`src/rtl/if_id_imm_stage.sv`:
```
// IF/ID pipeline register with a RUN/HALTED state machine and immediate field extraction.
// fetch_hold freezes fetch while stalled, halted, or on the cycle a HLT is captured.
module if_id_imm_stage (
  input  logic        i_clk,
  input  logic        i_rst,
  input  logic        i_stall,
  input  logic        i_flush,
  input  logic        i_if_valid,
  input  logic [15:0] i_instr_in,
  input  logic [15:0] i_pc_plus2_in,
  output logic        o_id_valid,
  output logic [15:0] o_instr_out,
  output logic [15:0] o_pc_plus2_out,
  output logic [15:0] o_imm_raw,
  output logic [3:0]  o_imm_msb,
  output logic        o_imm_signed,
  output logic        o_fetch_hold,
  output logic        o_halted,
  output logic [15:0] o_bubble_cnt
);

  typedef enum logic {ST_RUN = 1'b0, ST_HALTED = 1'b1} state_t;

  state_t      r_state;
  state_t      w_state_nxt;
  logic [15:0] r_instr;
  logic [15:0] w_instr_nxt;
  logic [15:0] r_pc;
  logic [15:0] w_pc_nxt;
  logic        r_valid;
  logic        w_valid_nxt;
  logic [15:0] r_bubble_cnt;
  logic        w_load;
  logic        w_load_hlt;

  // Priority: flush > stall > halted hold > load (reset handled in the register block).
  always_comb begin
    w_state_nxt = r_state;
    w_instr_nxt = r_instr;
    w_pc_nxt    = r_pc;
    w_valid_nxt = r_valid;
    w_load      = 1'b0;
    if (i_flush) begin
      w_state_nxt = ST_RUN;
      w_instr_nxt = 16'h0000;
      w_pc_nxt    = 16'h0000;
      w_valid_nxt = 1'b0;
    end else if (i_stall) begin
      w_load = 1'b0;
    end else if (r_state == ST_HALTED) begin
      w_load = 1'b0;
    end else begin
      w_load      = 1'b1;
      w_instr_nxt = i_instr_in;
      w_pc_nxt    = i_pc_plus2_in;
      w_valid_nxt = i_if_valid;
      if (i_if_valid && (i_instr_in[15:12] == 4'hF)) begin
        w_state_nxt = ST_HALTED;
      end
    end
  end

  always_ff @(posedge i_clk) begin
    if (i_rst) begin
      r_state      <= ST_RUN;
      r_instr      <= 16'h0000;
      r_pc         <= 16'h0000;
      r_valid      <= 1'b0;
      r_bubble_cnt <= 16'h0000;
    end else begin
      r_state <= w_state_nxt;
      r_instr <= w_instr_nxt;
      r_pc    <= w_pc_nxt;
      r_valid <= w_valid_nxt;
      if (!r_valid && (r_bubble_cnt != 16'hFFFF)) begin
        r_bubble_cnt <= r_bubble_cnt + 16'h0001;
      end
    end
  end

  assign w_load_hlt   = w_load && i_if_valid && (i_instr_in[15:12] == 4'hF);
  assign o_fetch_hold = !i_flush && (i_stall || (r_state == ST_HALTED) || w_load_hlt);
  assign o_halted     = (r_state == ST_HALTED);
  assign o_id_valid   = r_valid;
  assign o_instr_out  = r_instr;
  assign o_pc_plus2_out = r_pc;
  assign o_bubble_cnt = r_bubble_cnt;

  // Immediate fields are presented unextended; imm_msb tells the extender where the sign bit sits.
  always_comb begin
    o_imm_raw    = 16'h0000;
    o_imm_msb    = 4'd0;
    o_imm_signed = 1'b0;
    if (r_valid) begin
      case (r_instr[15:12])
        4'h4, 4'h5, 4'h6: begin
          o_imm_raw = {12'b0, r_instr[3:0]};
          o_imm_msb = 4'd3;
        end
        4'h8, 4'h9: begin
          o_imm_raw    = {11'b0, r_instr[3:0], 1'b0};
          o_imm_msb    = 4'd4;
          o_imm_signed = 1'b1;
        end
        4'hA, 4'hB: begin
          o_imm_raw = {8'b0, r_instr[7:0]};
          o_imm_msb = 4'd7;
        end
        4'hC: begin
          o_imm_raw    = {6'b0, r_instr[8:0], 1'b0};
          o_imm_msb    = 4'd9;
          o_imm_signed = 1'b1;
        end
        default: begin
          o_imm_raw = 16'h0000;
        end
      endcase
    end
  end

endmodule

```
`config.mk`:
```
export PLATFORM = sky130hd
export DESIGN_NAME = if_id_imm_stage
export DESIGN_NICKNAME = d
export VERILOG_FILES = /design/src/rtl/if_id_imm_stage.sv
export SDC_FILE = /design/constraint.sdc
export NUM_CORES = 1
export LEC_CHECK = 0
export CELL_PAD_IN_SITES_DETAIL_PLACEMENT = 0
export CELL_PAD_IN_SITES_GLOBAL_PLACEMENT = 1
export CORE_UTILIZATION = 30
export DETAILED_ROUTE_END_ITERATION = 10
export GPL_TIMING_DRIVEN = 0
export PLACE_DENSITY = 0.82
export RECOVER_POWER = 100
export SLEW_MARGIN = 20
export SYNTH_ARGS = -nofsm -noshare
export SYNTH_HDL_FRONTEND = slang
export SYNTH_SLANG_ARGS = --single-unit
```
`constraint.sdc`:
```
create_clock -name i_clk -period 4.65 [get_ports i_clk]
set_clock_uncertainty 0.2 [all_clocks]
set_input_delay 0.93 -clock i_clk [delete_from_list [all_inputs] [get_ports i_clk]]
set_output_delay 0.93 -clock i_clk [all_outputs]
set_load 0.05 [all_outputs]
```
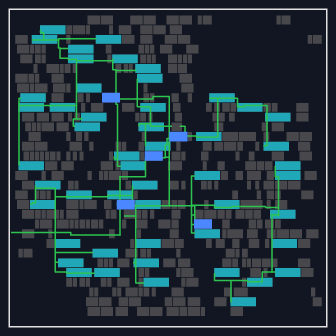
(run_1/clock_wires.png)
Key: clock wires = green [length 603 um]; flip-flops = cyan [count 50]; clock-net drivers = blue [count 5]
There are 6 routed clock nets. Position of the flops: spread over the die.
share of power burned in the clock network: 31.2%
power attributed to the clock group: 0.272 mW

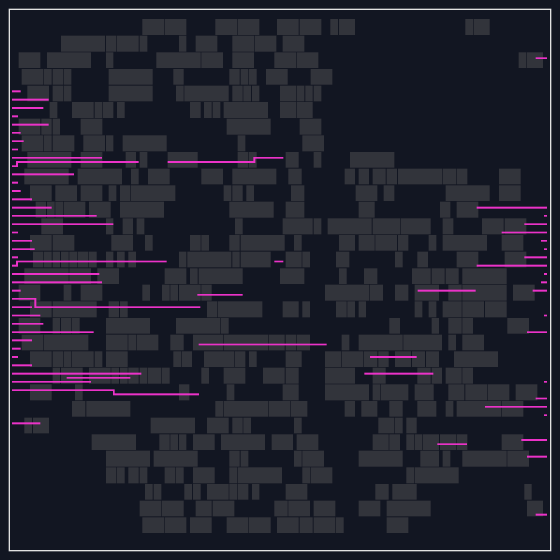
(run_1/m3.png)
Cells faint in the background.
65 nets have wire on it. The layer holds 7.7% of the routed length. The layer carries 462 um of wire. The longest straight run is 26.9 um.
aggregate routed wire length: 6010 um
routed via count: 2284

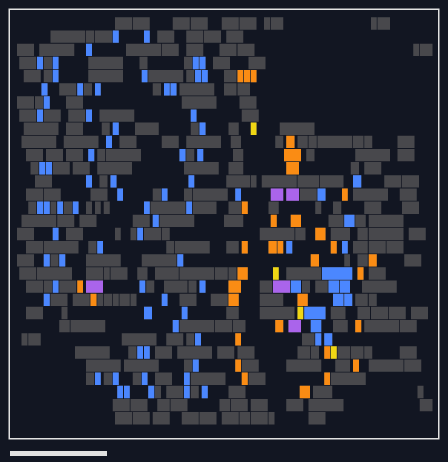
(run_1/gates.png)
The bar under the picture is 20 um long.
Key: inv cells = yellow [cells 4]; non-inverting ao/oa cells = purple [cells 5]; nor cells = orange [cells 33]; nand cells = blue [cells 83, where spread over the die]
post-route insts no fill: 496
logic share of the area: 32.4%
most numerous logic cell after layout: sky130_fd_sc_hd__nand2_1

[run 1: worst max-delay path: stages]
cell,delay (ns)
sky130_fd_sc_hd__dlygate4sd3_1,0.58
sky130_fd_sc_hd__nor2_1,0.36
sky130_fd_sc_hd__clkbuf_1,0.38
sky130_fd_sc_hd__a21oi_1,0.13
sky130_fd_sc_hd__dlygate4sd3_1,0.79
[run 1: per-stage QoR]
step,worst slack (ns),total power [mW]
after detailed placement,0.542,0.616
final,0.349,0.872
after global routing,0.224,0.911
after global placement,0.477,0.615
after floorplan,1.08,0.550
after CTS,0.529,0.889
[run 1: state kept, by name, summed over array words and instances, names as in the netlist]
| register | cells |
|---|---|
| o_id_valid | 1 |
| o_instr_out | 16 |
| o_halted | 1 |
| o_bubble_cnt | 16 |
| o_pc_plus2_out | 16 |
==> impl_metrics.xml, run 1 <==
<?xml version="1.0" encoding="UTF-8"?>
<metrics>
  <group name="cells_and_area">
    <metric name="nFillCells" unit="">710</metric>
    <metric name="seq_cells" unit="">50</metric>
    <metric name="sh_seq_area" unit="%">28.8</metric>
    <metric name="logic_gates" unit="">213</metric>
    <metric name="nets_final" unit="">434</metric>
    <metric name="post-route-util" unit="%">47.9</metric>
    <metric name="flop_area" unit="um^2">1000</metric>
    <metric name="nClkBuffers" unit="">6</metric>
    <metric name="area_share_nonclk_buffers" unit="%">32.0</metric>
    <metric name="antenna_cells" unit="">0</metric>
    <metric name="mi_logic_area" unit="um^2">1120</metric>
    <metric name="num-nonclk-buffers" unit="">122</metric>
    <metric name="biggestCellCategory" unit="">multi-input combinational cells</metric>
    <metric name="finish.instance_area" unit="um^2">3480</metric>
    <metric name="syn2layout_area_growth" unit="%">54.9</metric>
    <metric name="layout.cells.most_common_list" unit="">sky130_fd_sc_hd__nand2_1 (70), sky130_fd_sc_hd__dlygate4sd3_1 (68), sky130_fd_sc_hd__dfxtp_1 (50)</metric>
    <metric name="post_route_cells_drive_above_1_share" unit="%">6.05</metric>
    <metric name="non_clock_inverter_count" unit="">4</metric>
    <metric name="layout.clock.cell_area_share" unit="%">2.84</metric>
  </group>
  <group name="worst_setup_path">
    <metric name="timing.critical_path.from_type" unit="">primary input</metric>
    <metric name="timing.critical_path.to" unit="">o_fetch_hold</metric>
    <metric name="r2r_end" unit="">o_bubble_cnt[5]</metric>
    <metric name="required_time_reported_for_the_critical_path_endpoint" unit="ns">3.52</metric>
    <metric name="rrSetupSlack" unit="ns">2.49</metric>
    <metric name="worstReg2RegStart" unit="">o_bubble_cnt[9]</metric>
    <metric name="critical_path_peak_fanout" unit="">10</metric>
    <metric name="end_kind" unit="">primary output</metric>
    <metric name="critPathKind" unit="">primary input to primary output</metric>
    <metric name="worstPathArrival" unit="ns">3.17</metric>
    <metric name="rr_worst_depth" unit="">4</metric>
    <metric name="crit_path_start" unit="">i_stall</metric>
  </group>
  <group name="pwr">
    <metric name="power_top_consumer" unit="">registers</metric>
    <metric name="p_comb_share" unit="%">17.3</metric>
    <metric name="cellLeakagePower" unit="nW">1.44</metric>
    <metric name="p_sw" unit="mW">0.251</metric>
    <metric name="power.density" unit="nW/um^2">251</metric>
    <metric name="cell_int_power" unit="mW">0.621</metric>
    <metric name="worst_ir_drop_vdd" unit="V">0.000139</metric>
    <metric name="sw_frac_of_total" unit="%">28.8</metric>
    <metric name="sequential_power" unit="mW">0.449</metric>
    <metric name="relative_contribution_of_sequential_cells_to_total_power" unit="%">51.5</metric>
    <metric name="power.combinational.total" unit="mW">0.151</metric>
  </group>
  <group name="logic_synthesis">
    <metric name="syn_avg_cell_area" unit="um^2">7.93</metric>
    <metric name="share_of_the_synthesized_netlist_area_taken_by_xor_and_xnor_gates" unit="%">0.781</metric>
    <metric name="netlist.top_cell.by_area" unit="">sky130_fd_sc_hd__dfxtp_1</metric>
    <metric name="ys_sh_simple" unit="%">30.4</metric>
    <metric name="synth-compound-area-share" unit="%">17.3</metric>
    <metric name="netlist_area" unit="um^2">2240</metric>
    <metric name="synthesis.instances" unit="">283</metric>
    <metric name="synth.most_common_cell" unit="">sky130_fd_sc_hd__nand2_1</metric>
    <metric name="synth.comb.largest_family" unit="">simple AND/OR/NAND/NOR gates</metric>
    <metric name="yosys_cells" unit="">283</metric>
    <metric name="ys_sh_adder" unit="%">0.558</metric>
    <metric name="edf_count" unit="">0</metric>
    <metric name="synth.top_cells.by_count" unit="">sky130_fd_sc_hd__nand2_1 (70), sky130_fd_sc_hd__dfxtp_1 (50), sky130_fd_sc_hd__a21oi_1 (41)</metric>
    <metric name="synth-main-ff-cell" unit="">sky130_fd_sc_hd__dfxtp_1</metric>
    <metric name="synth.lib_cells_used.distinct" unit="">44</metric>
    <metric name="synthTopCellsByArea" unit="">sky130_fd_sc_hd__dfxtp_1 (45%), sky130_fd_sc_hd__nand2_1 (12%), sky130_fd_sc_hd__a21oi_1 (9.1%), sky130_fd_sc_hd__nor2_1 (3.2%), sky130_fd_sc_hd__clkbuf_1 (2.5%)</metric>
    <metric name="synth.mux.area_fraction" unit="%">1.00</metric>
    <metric name="ys.warnings.count" unit="">0</metric>
    <metric name="synth-async-reset-ratio" unit="%">0</metric>
    <metric name="sequential_fraction_of_the_synthesis_area" unit="%">44.6</metric>
    <metric name="ys_area" unit="um^2">2240</metric>
    <metric name="ys_seq_elements" unit="">50</metric>
    <metric name="synth_top_area_share" unit="%">44.6</metric>
  </group>
  <group name="clock_network">
    <metric name="ctsHtreeMaxLevel" unit="">2</metric>
    <metric name="cts.clk_slew.worst_paths" unit="ns">0.09</metric>
    <metric name="clk-insertion-delay-late" unit="ns">0.30</metric>
    <metric name="post-cts-setup-buffer-count" unit="">0</metric>
    <metric name="cts_resizes" unit="">0</metric>
    <metric name="cts.sinks" unit="">50</metric>
    <metric name="cts_tree" unit="">built</metric>
    <metric name="cts_max_path_buffers" unit="">2</metric>
    <metric name="clock_root_buffer" unit="">sky130_fd_sc_hd__clkbuf_8</metric>
    <metric name="ctsHoldBuffers" unit="">0</metric>
    <metric name="cts_buffers" unit="">5</metric>
  </group>
  <group name="floorplan">
    <metric name="floorplanUtilization" unit="%">30.9</metric>
    <metric name="core.rowCount" unit="">31</metric>
    <metric name="io-pin-count" unit="">109</metric>
    <metric name="design.die.area" unit="um^2">7830</metric>
    <metric name="die.size.y" unit="um">88.5</metric>
    <metric name="tap_cell_instance_count" unit="">99</metric>
    <metric name="core_footprint" unit="um^2">7250</metric>
    <metric name="die.size.x" unit="um">88.5</metric>
  </group>
  <group name="route">
    <metric name="remaining_drc_errors" unit="">0</metric>
    <metric name="routedWlPerCell" unit="um">12.1</metric>
    <metric name="met3_routed_length" unit="um">462</metric>
    <metric name="topRoutingLayerUsed" unit="">met4</metric>
    <metric name="avgViaCountPerCell" unit="">4.60</metric>
    <metric name="drt_iter0_markers" unit="">57</metric>
    <metric name="route.antenna.remaining_nets" unit="">0</metric>
    <metric name="wl_met2" unit="um">2890</metric>
    <metric name="drtPass1Iterations" unit="">4</metric>
    <metric name="wirelength_met1" unit="um">2620</metric>
  </group>
  <group name="sta">
    <metric name="finalSetupViolCount" unit="">0</metric>
    <metric name="final.period_utilization" unit="%">92.5</metric>
    <metric name="timing.hold.ws" unit="ns">0.256</metric>
    <metric name="clock.fmax" unit="MHz">232</metric>
    <metric name="maxSlewHeadroom" unit="%">43.8</metric>
    <metric name="grt_setup_unrepaired" unit="">false</metric>
    <metric name="final_tally_of_hold_violations" unit="">0</metric>
    <metric name="worstMarginPinSlew" unit="ns">0.835</metric>
    <metric name="timing_max_transition_violations_final" unit="">0</metric>
    <metric name="period_minus_slack" unit="ns">4.30</metric>
    <metric name="timing.setup.tns" unit="ns">0</metric>
  </group>
  <group name="worst_hold_path">
    <metric name="hold_path_class" unit="">flip-flop to flip-flop</metric>
    <metric name="holdCritStartpoint" unit="">o_instr_out[9]</metric>
    <metric name="whs_endpoint" unit="">o_instr_out[9]</metric>
    <metric name="worst_hold_path.num_cells" unit="">2</metric>
  </group>
  <group name="global_route">
    <metric name="use_met2" unit="%">25.5</metric>
    <metric name="track_usage" unit="%">15.3</metric>
    <metric name="grt_first_pass_wirelength" unit="um">9340</metric>
    <metric name="met3_usage" unit="%">5.60</metric>
    <metric name="grt_max_degree" unit="">17</metric>
    <metric name="routing_layer_with_the_top_usage_in_global_route" unit="">met2</metric>
    <metric name="first_global_vias" unit="">1970</metric>
    <metric name="antenna_found_initial" unit="">0</metric>
    <metric name="grt_use_met1" unit="%">18.8</metric>
    <metric name="grt_overflow" unit="">0</metric>
  </group>
  <group name="placed_design">
    <metric name="gp_routability_congestion" unit="">0.792</metric>
    <metric name="placedInstanceArea" unit="um^2">3400</metric>
    <metric name="port_buffers" unit="">101</metric>
    <metric name="detailed_place_hpwl" unit="um">4690</metric>
    <metric name="place_inst" unit="">488</metric>
  </group>
  <group name="run">
    <metric name="stage_log_warnings" unit="">26</metric>
    <metric name="maxCapViolCount" unit="">0</metric>
  </group>
  <group name="status">
    <metric name="result_of_the_run" unit="">complete, no violations</metric>
  </group>
</metrics>
==> run 2: changes to the inputs <==
--- a/config.mk
+++ b/config.mk
@@ -12,7 +12,8 @@
 export GPL_TIMING_DRIVEN = 0
 export PLACE_DENSITY = 0.82
 export RECOVER_POWER = 100
-export SLEW_MARGIN = 20
+export SKIP_CTS_REPAIR_TIMING = 1
+export SLEW_MARGIN = 5
 export SYNTH_ARGS = -nofsm -noshare
 export SYNTH_HDL_FRONTEND = slang
 export SYNTH_SLANG_ARGS = --single-unit
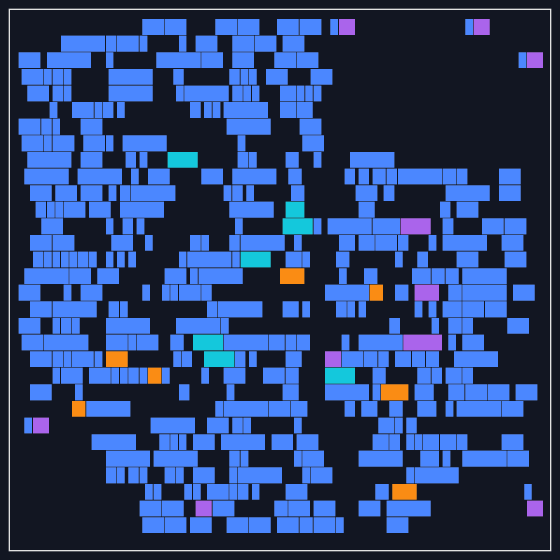
(run_2/sizing.png)
Key: x1 and smaller = blue [cells 373, share 94%]; x2 = orange [cells 7, share 1.8%]; x3 and x4 = purple [cells 10, share 2.5%]; x6 and larger = cyan [cells 7, share 1.8%]
area delta synth->final: 54.9%
number of non-clock buffers in the layout: 122
Final Cell Area: 3480 um^2
min setup slack post-route: 0.349 ns

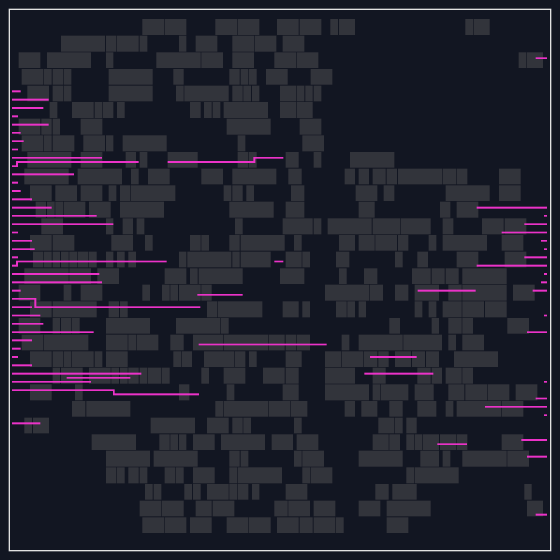
(run_2/m3.png)
Cells faint in the background.
The layer holds 7.7% of the routed length. The longest straight run is 26.9 um. The layer carries 462 um of wire. 65 nets have wire on it. The wires run mostly horizontal.
Global Route met3 Usage: 5.60%

==> run 2 against run 1 <==
Global-route usage is the same. Combinational power is essentially flat. Setup slack is the same. Final cell count is the same. Clock power is essentially flat. Critical path depth is the same. Die size is the same. Total power is the same. Hold slack is the same.
==> impl_metrics.xml, run 2 <==
<?xml version="1.0" encoding="UTF-8"?>
<metrics>
  <group name="worst_setup_path">
    <metric name="critical_path_peak_fanout" unit="">10</metric>
    <metric name="critPathKind" unit="">primary input to primary output</metric>
    <metric name="max_stage_delay" unit="ns">0.79</metric>
    <metric name="worstPathCellList" unit="">dlygate4sd3_1 &gt; nor2_1 &gt; clkbuf_1 &gt; a21oi_1 &gt; dlygate4sd3_1</metric>
    <metric name="crit_buf_inv" unit="">3</metric>
    <metric name="r2r_end" unit="">o_bubble_cnt[5]</metric>
    <metric name="end_kind" unit="">primary output</metric>
    <metric name="path_delay_family" unit="">buffers and inverters</metric>
    <metric name="timing.critical_path.from_type" unit="">primary input</metric>
    <metric name="required_time_reported_for_the_critical_path_endpoint" unit="ns">3.52</metric>
    <metric name="crit_path_start" unit="">i_stall</metric>
    <metric name="critical_path.most_common_cell" unit="">sky130_fd_sc_hd__dlygate4sd3_1</metric>
    <metric name="worstPathArrival" unit="ns">3.17</metric>
    <metric name="worstReg2RegStart" unit="">o_bubble_cnt[9]</metric>
    <metric name="rrSetupSlack" unit="ns">2.49</metric>
  </group>
  <group name="placed_design">
    <metric name="dp_worst_setup_slack" unit="ns">0.542</metric>
    <metric name="gp_routability_congestion" unit="">0.792</metric>
    <metric name="detailed_place_hpwl" unit="um">4690</metric>
    <metric name="placedInstanceArea" unit="um^2">3400</metric>
  </group>
  <group name="cells_and_area">
    <metric name="post-route-util" unit="%">47.9</metric>
    <metric name="lay_top_count" unit="">sky130_fd_sc_hd__nand2_1</metric>
    <metric name="nets_final" unit="">434</metric>
    <metric name="mi_logic_area" unit="um^2">1120</metric>
    <metric name="comb_area_share" unit="%">32.4</metric>
    <metric name="logic_gates" unit="">213</metric>
    <metric name="area_share_nonclk_buffers" unit="%">32.0</metric>
    <metric name="post_route_cells_drive_above_1_share" unit="%">6.05</metric>
    <metric name="non_clock_inverter_count" unit="">4</metric>
    <metric name="biggestCellCategory" unit="">multi-input combinational cells</metric>
    <metric name="flop_area" unit="um^2">1000</metric>
    <metric name="layout.cells.most_common_list" unit="">sky130_fd_sc_hd__nand2_1 (70), sky130_fd_sc_hd__dlygate4sd3_1 (68), sky130_fd_sc_hd__dfxtp_1 (50)</metric>
    <metric name="sh_seq_area" unit="%">28.8</metric>
    <metric name="seq_cells" unit="">50</metric>
    <metric name="final_cell_count_no_fill" unit="">496</metric>
    <metric name="nClkBuffers" unit="">6</metric>
    <metric name="layout.clock.cell_area_share" unit="%">2.84</metric>
  </group>
  <group name="sta">
    <metric name="finalSetupViolCount" unit="">0</metric>
    <metric name="grt_setup_unrepaired" unit="">false</metric>
    <metric name="final.period_utilization" unit="%">92.5</metric>
    <metric name="timing_max_transition_violations_final" unit="">0</metric>
    <metric name="timing.setup.tns" unit="ns">0</metric>
    <metric name="period_minus_slack" unit="ns">4.30</metric>
    <metric name="final_tally_of_hold_violations" unit="">0</metric>
    <metric name="timing.hold.ws" unit="ns">0.256</metric>
    <metric name="worstMarginPinSlew" unit="ns">0.835</metric>
  </group>
  <group name="route">
    <metric name="routedWlPerCell" unit="um">12.1</metric>
    <metric name="route.antenna.remaining_nets" unit="">0</metric>
    <metric name="met3_routed_length" unit="um">462</metric>
    <metric name="detail_route.wirelength" unit="um">6010</metric>
    <metric name="wirelength_met1" unit="um">2620</metric>
    <metric name="remaining_drc_errors" unit="">0</metric>
    <metric name="drt_iter0_markers" unit="">57</metric>
    <metric name="topRoutingLayerUsed" unit="">met4</metric>
    <metric name="avgViaCountPerCell" unit="">4.60</metric>
    <metric name="drtPass1Iterations" unit="">4</metric>
    <metric name="wl_met2" unit="um">2890</metric>
    <metric name="route.vias.total" unit="">2284</metric>
  </group>
  <group name="clock_network">
    <metric name="clk-insertion-delay-late" unit="ns">0.30</metric>
    <metric name="cts.sinks" unit="">50</metric>
    <metric name="cts_tree" unit="">built</metric>
    <metric name="cts_max_path_buffers" unit="">2</metric>
    <metric name="ctsHtreeMaxLevel" unit="">2</metric>
    <metric name="cts.clk_slew.worst_paths" unit="ns">0.09</metric>
    <metric name="clock_root_buffer" unit="">sky130_fd_sc_hd__clkbuf_8</metric>
    <metric name="cts_buffers" unit="">5</metric>
  </group>
  <group name="global_route">
    <metric name="antenna_found_initial" unit="">0</metric>
    <metric name="grt_overflow" unit="">0</metric>
    <metric name="use_met2" unit="%">25.5</metric>
    <metric name="grt_first_pass_wirelength" unit="um">9340</metric>
    <metric name="track_usage" unit="%">15.3</metric>
    <metric name="grt_max_degree" unit="">17</metric>
    <metric name="routing_layer_with_the_top_usage_in_global_route" unit="">met2</metric>
  </group>
  <group name="logic_synthesis">
    <metric name="synth.most_common_cell" unit="">sky130_fd_sc_hd__nand2_1</metric>
    <metric name="ys_sh_simple" unit="%">30.4</metric>
    <metric name="synth.top_cells.by_count" unit="">sky130_fd_sc_hd__nand2_1 (70), sky130_fd_sc_hd__dfxtp_1 (50), sky130_fd_sc_hd__a21oi_1 (41)</metric>
    <metric name="synth.mux.area_fraction" unit="%">1.00</metric>
    <metric name="synthTopCellsByArea" unit="">sky130_fd_sc_hd__dfxtp_1 (45%), sky130_fd_sc_hd__nand2_1 (12%), sky130_fd_sc_hd__a21oi_1 (9.1%), sky130_fd_sc_hd__nor2_1 (3.2%), sky130_fd_sc_hd__clkbuf_1 (2.5%)</metric>
    <metric name="ys.warnings.count" unit="">0</metric>
    <metric name="ys_sh_adder" unit="%">0.558</metric>
    <metric name="ys_seq_elements" unit="">50</metric>
    <metric name="yosys_cells" unit="">283</metric>
    <metric name="synth-async-reset-ratio" unit="%">0</metric>
    <metric name="synth-main-ff-cell" unit="">sky130_fd_sc_hd__dfxtp_1</metric>
    <metric name="synth_top_area_share" unit="%">44.6</metric>
    <metric name="synth.lib_cells_used.distinct" unit="">44</metric>
    <metric name="synth-compound-area-share" unit="%">17.3</metric>
    <metric name="share_of_the_synthesized_netlist_area_taken_by_xor_and_xnor_gates" unit="%">0.781</metric>
    <metric name="netlist.top_cell.by_area" unit="">sky130_fd_sc_hd__dfxtp_1</metric>
    <metric name="synth.comb.largest_family" unit="">simple AND/OR/NAND/NOR gates</metric>
    <metric name="sequential_fraction_of_the_synthesis_area" unit="%">44.6</metric>
    <metric name="ys_area" unit="um^2">2240</metric>
    <metric name="edf_count" unit="">0</metric>
    <metric name="synthesis.instances" unit="">283</metric>
  </group>
  <group name="status">
    <metric name="result_of_the_run" unit="">complete, no violations</metric>
  </group>
  <group name="pwr">
    <metric name="p_comb_share" unit="%">17.3</metric>
    <metric name="sw_frac_of_total" unit="%">28.8</metric>
    <metric name="power.density" unit="nW/um^2">251</metric>
    <metric name="pwr-share-clk" unit="%">31.2</metric>
    <metric name="cell_int_power" unit="mW">0.621</metric>
    <metric name="p_sw" unit="mW">0.251</metric>
    <metric name="power.total" unit="mW">0.872</metric>
    <metric name="relative_contribution_of_sequential_cells_to_total_power" unit="%">51.5</metric>
    <metric name="cellLeakagePower" unit="nW">1.44</metric>
    <metric name="worst_ir_drop_vdd" unit="V">0.000139</metric>
  </group>
  <group name="worst_hold_path">
    <metric name="whs_endpoint" unit="">o_instr_out[9]</metric>
    <metric name="holdCritStartpoint" unit="">o_instr_out[9]</metric>
    <metric name="worst_hold_path.num_cells" unit="">2</metric>
    <metric name="hold_path_class" unit="">flip-flop to flip-flop</metric>
  </group>
  <group name="floorplan">
    <metric name="design.die.area" unit="um^2">7830</metric>
    <metric name="tap_cell_instance_count" unit="">99</metric>
    <metric name="die.size.y" unit="um">88.5</metric>
    <metric name="die.size.x" unit="um">88.5</metric>
    <metric name="core.rowCount" unit="">31</metric>
    <metric name="core_footprint" unit="um^2">7250</metric>
    <metric name="io-pin-count" unit="">109</metric>
  </group>
  <group name="run">
    <metric name="maxCapViolCount" unit="">0</metric>
    <metric name="stage_log_warnings" unit="">26</metric>
  </group>
</metrics>
==> run 2: worst max path at each step <==
stage | to | slack (ns) | depth (start not counted)
3_5_place_dp | o_fetch_hold | 0.54 | 5
5_1_grt | o_fetch_hold | 0.22 | 5
3_3_place_gp | o_fetch_hold | 0.48 | 5
4_1_cts | o_fetch_hold | 0.53 | 5
2_1_floorplan | o_imm_raw[8] | 1.08 | 3
6_report | o_fetch_hold | 0.35 | 5
==> run 2: power by group through the flow <==
stage | clock, mW | combinational, mW | sequential [mW]
after floorplan | 0 | 0.0527 | 0.497
after global placement | 0 | 0.156 | 0.459
after detailed placement | 0 | 0.156 | 0.460
after CTS | 0.282 | 0.157 | 0.450
after global routing | 0.298 | 0.162 | 0.451
final | 0.272 | 0.151 | 0.449
Power figures rest on the tool's default switching activity, not on a simulated workload.
